Run 1, placed cells, one colour a class:
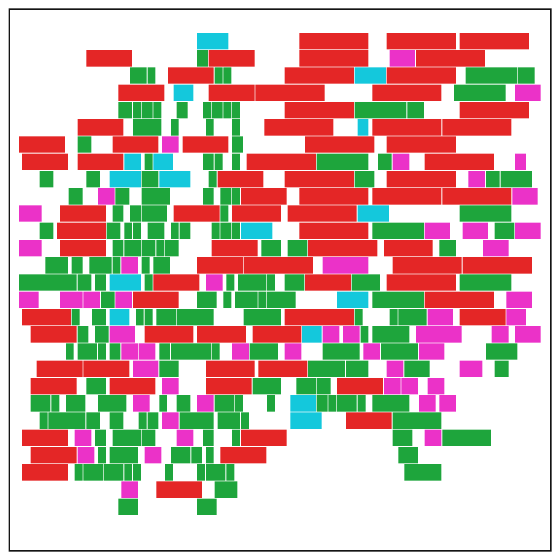
Run 1, signal metal coverage by tile:
The bar under the picture is 20 um long. The die is cut into 17 by 17 equal tiles; dark blue is low, red is high, scaled to the fullest tile. Values are wire area over tile area, all layers added.
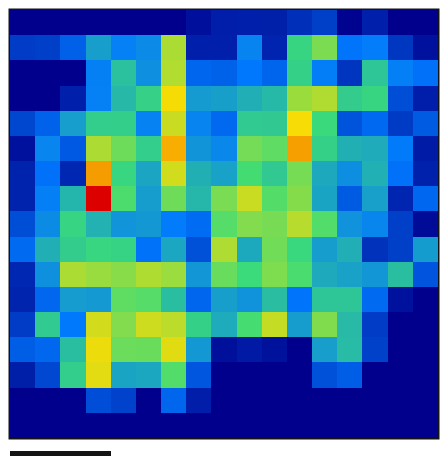
Run 1, sequential cells coloured by netlist name:
The bar under the picture is 20 um long. Other sequential cells in the stronger grey, the rest of the logic in the fainter grey.
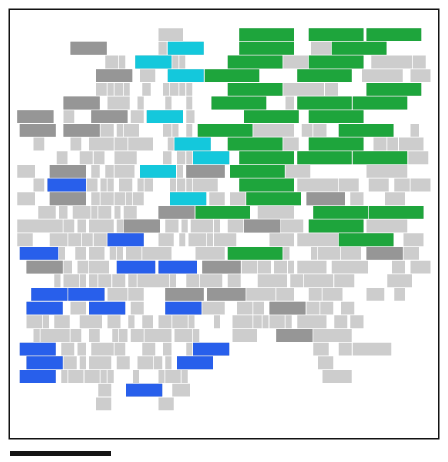
File: src/rtl/ps2_keyboard_rx.sv
// ps2_keyboard_rx: PS/2 keyboard receiver with a small scan-code FIFO.
//
// This block synchronizes the pad-side PS/2 clock and data. It decodes
// 11-bit frames (start, 8 data bits LSB first, parity, stop). Each good
// byte is pushed into a FIFO_DEPTH-entry FIFO that the core drains with
// rx_pop.
//
// Parameters:
//   TIMEOUT_CYCLES - idle clk cycles allowed between PS/2 falling edges mid-frame
//   FIFO_DEPTH     - scan-code FIFO entries (power of two, >= 2)
//
// Ports:
//   clk       - system clock, rising edge
//   reset     - synchronous active-high reset
//   ps2_clk   - asynchronous PS/2 clock from the pad
//   ps2_data  - asynchronous PS/2 data from the pad
//   rx_pop    - consume the FIFO head this cycle (ignored when empty)
//   rx_data   - FIFO head scan code, 0x00 while empty
//   rx_valid  - FIFO non-empty
//   frame_err - one-cycle pulse on a rejected frame (bad stop, timeout, parity)
//   overflow  - one-cycle pulse when a good byte is dropped on a full FIFO
//
// Build option:
//   PS2_PARITY_CHECK_EN - when defined, frames failing odd parity are rejected.
//                         When undefined, the parity bit is ignored.

`timescale 1ns/1ps

module ps2_keyboard_rx #(
    parameter int unsigned TIMEOUT_CYCLES = 50000,
    parameter int unsigned FIFO_DEPTH     = 4
) (
    input  logic       clk,
    input  logic       reset,
    input  logic       ps2_clk,
    input  logic       ps2_data,
    input  logic       rx_pop,
    output logic [7:0] rx_data,
    output logic       rx_valid,
    output logic       frame_err,
    output logic       overflow
);

    localparam int unsigned AW = $clog2(FIFO_DEPTH);
    localparam int unsigned PW = AW + 1;
    localparam int unsigned TW = $clog2(TIMEOUT_CYCLES + 1);
    localparam logic [TW-1:0] TimeoutLast = TW'(TIMEOUT_CYCLES - 1);

    typedef enum logic [1:0] {StIdle, StData, StParity, StStop} state_e;

    // ------------------------------------------------------------------
    // Input synchronizers and falling-edge detect
    // ------------------------------------------------------------------
    logic clk_meta_q, clk_sync_q, clk_prev_q;
    logic data_meta_q, data_sync_q;
    logic fall;

    always_ff @(posedge clk) begin
        if (reset) begin
            clk_meta_q  <= 1'b1;
            clk_sync_q  <= 1'b1;
            clk_prev_q  <= 1'b1;
            data_meta_q <= 1'b1;
            data_sync_q <= 1'b1;
        end else begin
            clk_meta_q  <= ps2_clk;
            clk_sync_q  <= clk_meta_q;
            clk_prev_q  <= clk_sync_q;
            data_meta_q <= ps2_data;
            data_sync_q <= data_meta_q;
        end
    end

    assign fall = clk_prev_q & ~clk_sync_q;

    // ------------------------------------------------------------------
    // Frame decoder FSM
    // ------------------------------------------------------------------
    state_e          state_q, state_d;
    logic [2:0]      bit_cnt_q, bit_cnt_d;
    logic [7:0]      shift_q, shift_d;
    logic [TW-1:0]   timeout_q, timeout_d;
    logic            push_q, push_d;
    logic            err_q, err_d;
    logic            parity_ok;
`ifdef PS2_PARITY_CHECK_EN
    logic            parity_q, parity_d;

    // Odd parity over data and parity bit.
    assign parity_ok = ^{shift_q, parity_q};
`else
    assign parity_ok = 1'b1;
`endif

    always_comb begin
        state_d   = state_q;
        bit_cnt_d = bit_cnt_q;
        shift_d   = shift_q;
        timeout_d = timeout_q;
        push_d    = 1'b0;
        err_d     = 1'b0;
`ifdef PS2_PARITY_CHECK_EN
        parity_d  = parity_q;
`endif

        unique case (state_q)
            StIdle: begin
                bit_cnt_d = 3'd0;
                timeout_d = '0;
                if (fall && !data_sync_q) begin
                    state_d = StData;
                end
            end
            StData: begin
                if (fall) begin
                    shift_d   = {data_sync_q, shift_q[7:1]};
                    bit_cnt_d = bit_cnt_q + 3'd1;
                    if (bit_cnt_q == 3'd7) begin
                        state_d = StParity;
                    end
                end
            end
            StParity: begin
                if (fall) begin
`ifdef PS2_PARITY_CHECK_EN
                    parity_d = data_sync_q;
`endif
                    state_d = StStop;
                end
            end
            StStop: begin
                if (fall) begin
                    state_d = StIdle;
                    if (data_sync_q && parity_ok) begin
                        push_d = 1'b1;
                    end else begin
                        err_d = 1'b1;
                    end
                end
            end
            default: state_d = StIdle;
        endcase

        // Mid-frame watchdog: any falling edge restarts the count.
        if (state_q != StIdle) begin
            if (fall) begin
                timeout_d = '0;
            end else if (timeout_q == TimeoutLast) begin
                timeout_d = '0;
                state_d   = StIdle;
                err_d     = 1'b1;
            end else begin
                timeout_d = timeout_q + TW'(1);
            end
        end
    end

    always_ff @(posedge clk) begin
        if (reset) begin
            state_q   <= StIdle;
            bit_cnt_q <= 3'd0;
            shift_q   <= 8'h00;
            timeout_q <= '0;
            push_q    <= 1'b0;
            err_q     <= 1'b0;
`ifdef PS2_PARITY_CHECK_EN
            parity_q  <= 1'b0;
`endif
        end else begin
            state_q   <= state_d;
            bit_cnt_q <= bit_cnt_d;
            shift_q   <= shift_d;
            timeout_q <= timeout_d;
            push_q    <= push_d;
            err_q     <= err_d;
`ifdef PS2_PARITY_CHECK_EN
            parity_q  <= parity_d;
`endif
        end
    end

    assign frame_err = err_q;

    // ------------------------------------------------------------------
    // Scan-code FIFO; the pointer MSB distinguishes full from empty.
    // ------------------------------------------------------------------
    logic [7:0]    mem_q [FIFO_DEPTH];
    logic [PW-1:0] wr_ptr_q, rd_ptr_q;
    logic          empty, full, pop_en, push_en;
    logic          overflow_q;

    assign empty   = (wr_ptr_q == rd_ptr_q);
    assign full    = (wr_ptr_q[AW] != rd_ptr_q[AW]) &&
                     (wr_ptr_q[AW-1:0] == rd_ptr_q[AW-1:0]);
    assign pop_en  = rx_pop & ~empty;
    // A pop in the same cycle frees the slot being written.
    assign push_en = push_q & (~full | pop_en);

    always_ff @(posedge clk) begin
        if (reset) begin
            wr_ptr_q   <= '0;
            rd_ptr_q   <= '0;
            overflow_q <= 1'b0;
        end else begin
            if (push_en) begin
                wr_ptr_q <= wr_ptr_q + PW'(1);
            end
            if (pop_en) begin
                rd_ptr_q <= rd_ptr_q + PW'(1);
            end
            overflow_q <= push_q & full & ~pop_en;
        end
    end

    always_ff @(posedge clk) begin
        if (push_en) begin
            mem_q[wr_ptr_q[AW-1:0]] <= shift_q;
        end
    end

    assign rx_valid = ~empty;
    assign rx_data  = empty ? 8'h00 : mem_q[rd_ptr_q[AW-1:0]];
    assign overflow = overflow_q;

endmodule

File: config.mk
export PLATFORM = sky130hd
export DESIGN_NAME = ps2_keyboard_rx
export DESIGN_NICKNAME = d
export VERILOG_FILES = /design/src/rtl/ps2_keyboard_rx.sv
export SDC_FILE = /design/constraint.sdc
export NUM_CORES = 1
export LEC_CHECK = 0
export ABC_AREA = 0
export CORE_UTILIZATION = 45
export DETAILED_ROUTE_END_ITERATION = 16
export PLACE_DENSITY = 0.74
export SYNTH_ARGS = -nofsm -noshare
export SYNTH_HDL_FRONTEND = slang
export SYNTH_SLANG_ARGS = --single-unit
File: constraint.sdc
create_clock -name clk -period 1.67 [get_ports clk]
set_clock_uncertainty 0.2 [all_clocks]
set_input_delay 0.334 -clock clk [delete_from_list [all_inputs] [get_ports clk]]
set_output_delay 0.334 -clock clk [all_outputs]
set_load 0.02 [all_outputs]
==> results.py, run 1 <==
# Flow results
metrics = {
    "outcome": {
        "outcome": "complete, but fails checks",
        "violations": "setup timing",
    },
    "pwr": {
        "combinationalPowerShare_pct": 1.4,
        "power_leakage_uw": 0.00143,
        "internal-power_uw": 2530,
        "switchingPower_uw": 763,
        "pwr_density_cell_mw_per_mm2": 814,
        "power_frac_seq_pct": 59.2,
        "worst_ir_drop_vdd_v": 0.000771,
    },
    "global_routing": {
        "use_met3_pct": 3.31,
        "antenna_found_initial": 0,
        "track_usage_pct": 16.8,
        "grt_max_degree": 17,
        "grt_pass1_wl_mm": 9.23,
    },
    "setup_path": {
        "endpoint": "rx_data[2]",
        "reg2reg_depth": 4,
        "critical_path.top_delay_family": "multiplexers",
        "path_depth": 4,
        "critPathKind": "reg -> out",
        "critPathCaptureType": "primary output",
        "cp-start-kind": "flop",
        "regToRegSetupSlack_ns": -0.19,
        "path_buffers": 2,
        "crit_chain": "buf_6, mux4_2, and2b_1, buf_6",
        "worst_ep_required_time_ns": 1.14,
    },
    "final_layout": {
        "nets": 331,
        "comb_area_mm2": 0.00137,
        "comb_share_pct": 33.9,
        "logic_gate_count": 168,
        "syn2layout_area_growth_pct": 30.0,
        "signal_buffer_area_fraction_pct": 12.1,
        "fillers": 493,
        "buffers_excl_clock": 54,
        "n_all_inverters": 8,
    },
    "worst_hold_path": {
        "hold_depth": 1,
        "hold_class": "reg -> reg",
        "worstHoldStart": "data_meta_q",
    },
    "sta": {
        "finalSetupViolCount": 48,
        "max_freq_mhz": 462,
        "hold_viol_final": 0,
        "rsz0062_at_grt": "yes",
        "final.min_clock_period_ns": 2.16,
        "fin_ws_ns": -0.495,
        "period_used_pct": 130,
        "drv_slew": 0,
    },
    "floorplan": {
        "dieArea_mm2": 0.00725,
        "fp.dieW_um": 85.1,
        "tap_cells": 77,
        "fp.dieH_um": 85.1,
        "fp_util_pct": 47.9,
    },
    "clock_tree": {
        "clk_latency_ns": 0.35,
        "numCtsBuffers": 9,
        "htree_levels": 3,
        "path_clk_slew_ns": 0.09,
        "hold_buffers": 0,
        "cts_tree": "built",
        "cts_setup_buffers": 1,
    },
    "drt": {
        "wl_per_cell_um": 14.8,
        "wl_met1_mm": 2.54,
        "ant_nets": 0,
        "dr.pass1.iters": 4,
        "num_vias": 2101,
        "drt-initial-drc-count": 110,
        "drc": 0,
        "routed_wl_mm": 5.91,
    },
    "logic_synthesis": {
        "synth-edff-count": 32,
        "yosysTopAreaCellShare_pct": 30.9,
        "ys_warn_count": 0,
        "synth_async_sr_flop_share_pct": 0,
        "synth_top_cell_by_area": "edfxtp_1",
        "ff_type": "dfxtp_1",
        "netlist_area_mm2": 0.00311,
        "synthDistinctLibCells": 42,
        "netlist_top_cells_count": "dfxtp_1, edfxtp_1, nor2_1, nand2_1, xnor2_1",
        "postSynthAreaPerCell_um2": 12.0,
        "syn_nets": 272,
        "ys_seq_elements": 77,
    },
    "flow_run": {
        "warnings": 32,
        "cap_violations": 0,
    },
    "place": {
        "place_area_mm2": 0.00362,
        "dpl.hpwl_mm": 3.71,
    },
}
## Picture notes: 'placed cells, one colour a class'
remaining logic cells: in green, cells 176, share of their area 36%. remaining buffers and delay cells: in magenta, cells 54, share of their area 12%. registers: in red, cells 77, share of their area 47%. clock drivers and dummy loads: in cyan, cells 16, share of their area 4.6%.
row count: 29
core footprint: 0.00649 mm^2
Seq area share: 46.3%

## Picture notes: 'signal metal coverage by tile'
The fullest tile reaches 0.45. 19% of the tiles are over half the peak. The emptiest ninth of the die: south-east.

## Picture notes: 'sequential cells coloured by netlist name'
mem_q: in green, placed flops 32. timeout_q: in blue, placed flops 16. shift_q: in cyan, placed flops 8.
Another 21 sequential cells are not coloured.
Final Core Density: 62.3%
Register Area: 0.00187 mm^2
P_seq: 1950 uW

[run 1: metrics by stage]
step / total power, uW / setup WS, ns / utilization [%] / cells / TNS, ns
2_1_floorplan: 2010 / -0.0333 / - / 259 / -0.677
3_3_place_gp: 2030 / -0.520 / 55.7 / 374 / -16.33
3_5_place_dp: 2040 / -0.556 / 55.7 / 374 / -16.79
4_1_cts: 3320 / -0.514 / 59.4 / 392 / -10.41
5_1_grt: 3400 / -0.562 / 62.3 / 400 / -12.99
6_report: 3290 / -0.495 / 62.3 / 400 / -9.98
[run 1: state kept, by name (all words and copies together) (netlist names), named ones only]
signal / count
clk_prev_q: 1
data_meta_q: 1
mem_q: 32
state_q: 2
timeout_q: 16
clk_meta_q: 1
overflow: 1
rd_ptr_q: 3
bit_cnt_q: 3
push_q: 1
clk_sync_q: 1
shift_q: 8
data_sync_q: 1
wr_ptr_q: 3
frame_err: 1
[run 1: power groups by stage]
| stage | Combinational [uW] | Sequential (uW) | Clock [uW] |
|---|---|---|---|
| 2_1_floorplan | 18.5 | 1990 | 0 |
| 3_3_place_gp | 41.6 | 1990 | 0 |
| 3_5_place_dp | 42.4 | 1990 | 0 |
| 4_1_cts | 43.2 | 1950 | 1330 |
| 5_1_grt | 49.7 | 1950 | 1400 |
| 6_report | 44.9 | 1950 | 1300 |
[run 1: cell families (layout without fill, tap and decap cells)]
kind of cell,after synthesis,in the layout,synth area share (%)
DFF,77,77,59.9
and+or+nand+nor,107,108,17.9
xor gates and xnor gates,21,21,5.91
adders and majority gates,8,8,3.22
muxes,10,10,6.44
buffers and inverters,15,78,1.97
AOI/OAI and AO/OA,21,21,4.71
==> run 2: changes to the inputs <==
CORE_ASPECT_RATIO = 0.6   (was not set)
Run 2, sequential cells coloured by netlist name:
The bar under the picture is 20 um long. Other sequential cells in the stronger grey, the rest of the logic in the fainter grey.
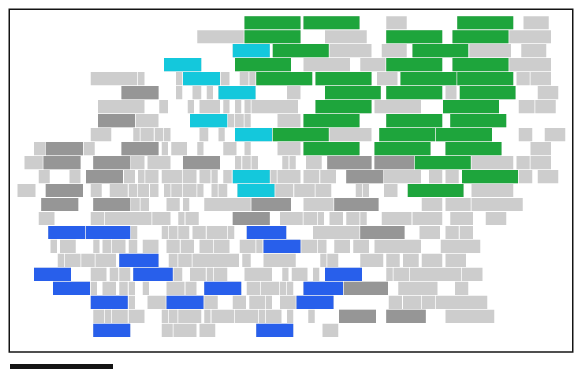
Seq area share: 44.9%
Final Core Density: 63.1%

==> results.py, run 2 <==
# Flow results
metrics = {
    "outcome": {
        "outcome": "complete, but fails checks",
        "violations": "setup timing",
    },
    "logic_synthesis": {
        "synthDistinctLibCells": 42,
        "synth_async_sr_flop_share_pct": 0,
        "synth_top_cell_by_area": "edfxtp_1",
        "ys_seq_elements": 77,
        "netlist_area_mm2": 0.00311,
        "netlist_top_cells_count": "dfxtp_1, edfxtp_1, nor2_1, nand2_1, xnor2_1",
        "syn_nets": 272,
        "ff_type": "dfxtp_1",
        "postSynthAreaPerCell_um2": 12.0,
        "ys_warn_count": 0,
    },
    "sta": {
        "finalSetupViolCount": 48,
        "drv_slew": 0,
        "rsz0062_at_grt": "yes",
        "setup_tns_ns": -9.22,
        "period_used_pct": 130,
        "max_freq_mhz": 461,
        "fin_ws_ns": -0.499,
    },
    "setup_path": {
        "path_buffers": 1,
        "regToRegSetupSlack_ns": -0.18,
        "worst_ep_required_time_ns": 1.14,
        "cp-start-kind": "flop",
        "crit_chain": "mux4_2, and2b_2, buf_6",
        "reg2reg_depth": 4,
        "critical_path.top_delay_family": "multiplexers",
    },
    "floorplan": {
        "fp.dieH_um": 66.4,
        "fp_util_pct": 46.6,
        "dieArea_mm2": 0.00726,
        "design.core.area_mm2": 0.00668,
    },
    "final_layout": {
        "nets": 326,
        "largest_reg_flops": 32,
        "syn2layout_area_growth_pct": 35.4,
        "comb_area_mm2": 0.00144,
    },
    "drt": {
        "drc": 0,
        "dr.pass1.iters": 4,
        "wl_per_cell_um": 14.3,
        "num_vias": 2040,
        "ant_nets": 0,
    },
    "global_routing": {
        "grt_max_degree": 17,
        "antenna_found_initial": 0,
        "track_usage_pct": 17.8,
    },
    "clock_tree": {
        "hold_buffers": 0,
        "clk_latency_ns": 0.34,
        "path_clk_slew_ns": 0.07,
        "cts_tree": "built",
        "htree_levels": 3,
        "numCtsBuffers": 9,
    },
    "flow_run": {
        "warnings": 32,
        "cap_violations": 0,
    },
    "place": {
        "pre_cts_ws_ns": -0.640,
        "dpl.hpwl_mm": 3.90,
        "place_area_mm2": 0.00359,
    },
    "worst_hold_path": {
        "worstHoldStart": "clk_meta_q",
        "hold_class": "reg -> reg",
    },
    "pwr": {
        "power_leakage_uw": 0.00145,
        "worst_ir_drop_vdd_v": 0.000560,
    },
}
==> run 2: cell counts after synthesis <==
Identical to the previous run, type by type.
==> run 2: worst max path at each step <==
stage          startpoint         end  slack, ns  cells past startpoint
2_1_floorplan        flop  rx_data[1]      -0.03                      3
3_3_place_gp         flop  rx_data[6]      -0.61                      3
3_5_place_dp         flop  rx_data[1]      -0.64                      3
4_1_cts              flop  rx_data[1]      -0.52                      3
5_1_grt              flop  rx_data[6]      -0.56                      3
6_report             flop  rx_data[1]      -0.50                      3
==> run 2: report_power, final <==
part           switching [uW]  total (uW)  internal [uW]
clock                     820        1860           1040
combinational            20.7        44.1           23.4
sequential               4.01        1940           1940
==> run 2: area by class of cell <==
| cell class | instances | area share [%] |
|---|---|---|
| clock buffers | 9 | 5.35 |
| clock inverters | 7 | 1.54 |
| inverters | 8 | 0.772 |
| multi-input cells | 168 | 34.2 |
| flip-flops and latches | 77 | 44.9 |
| well taps | 87 | 2.58 |
| repair buffers | 49 | 10.7 |
==> run 2: metrics by stage <==
step                std cells  utilization, %
floorplan                 259               -
global placement          381            53.8
detailed placement        381            53.8
CTS                       403            60.7
global route              405            63.1
finish                    405            63.1
==> run 2: cells by family after synthesis <==
| kind of cell | synth area share, % |
|---|---|
| simple gates | 17.9 |
| flops | 59.9 |
| compound gates | 4.71 |
| xor+xnor | 5.91 |
| buf+inv | 1.97 |
| mux | 6.44 |
| fa+ha+maj | 3.22 |
==> run 2: layer usage <==
| metal | GRT usage, % | share of wire, % | vias to the layer above |
|---|---|---|---|
| li1 | - | - | 1035 |
| met1 | 25.0 | 49 | 951 |
| met4 | 5.50 | 0.67 | 0 |
| met5 | 0 | 0 | - |
| met3 | 6.21 | 6.5 | 9 |
| met2 | 25.6 | 44 | 45 |
No activity file was given, so power comes from the tool's default toggle rates.
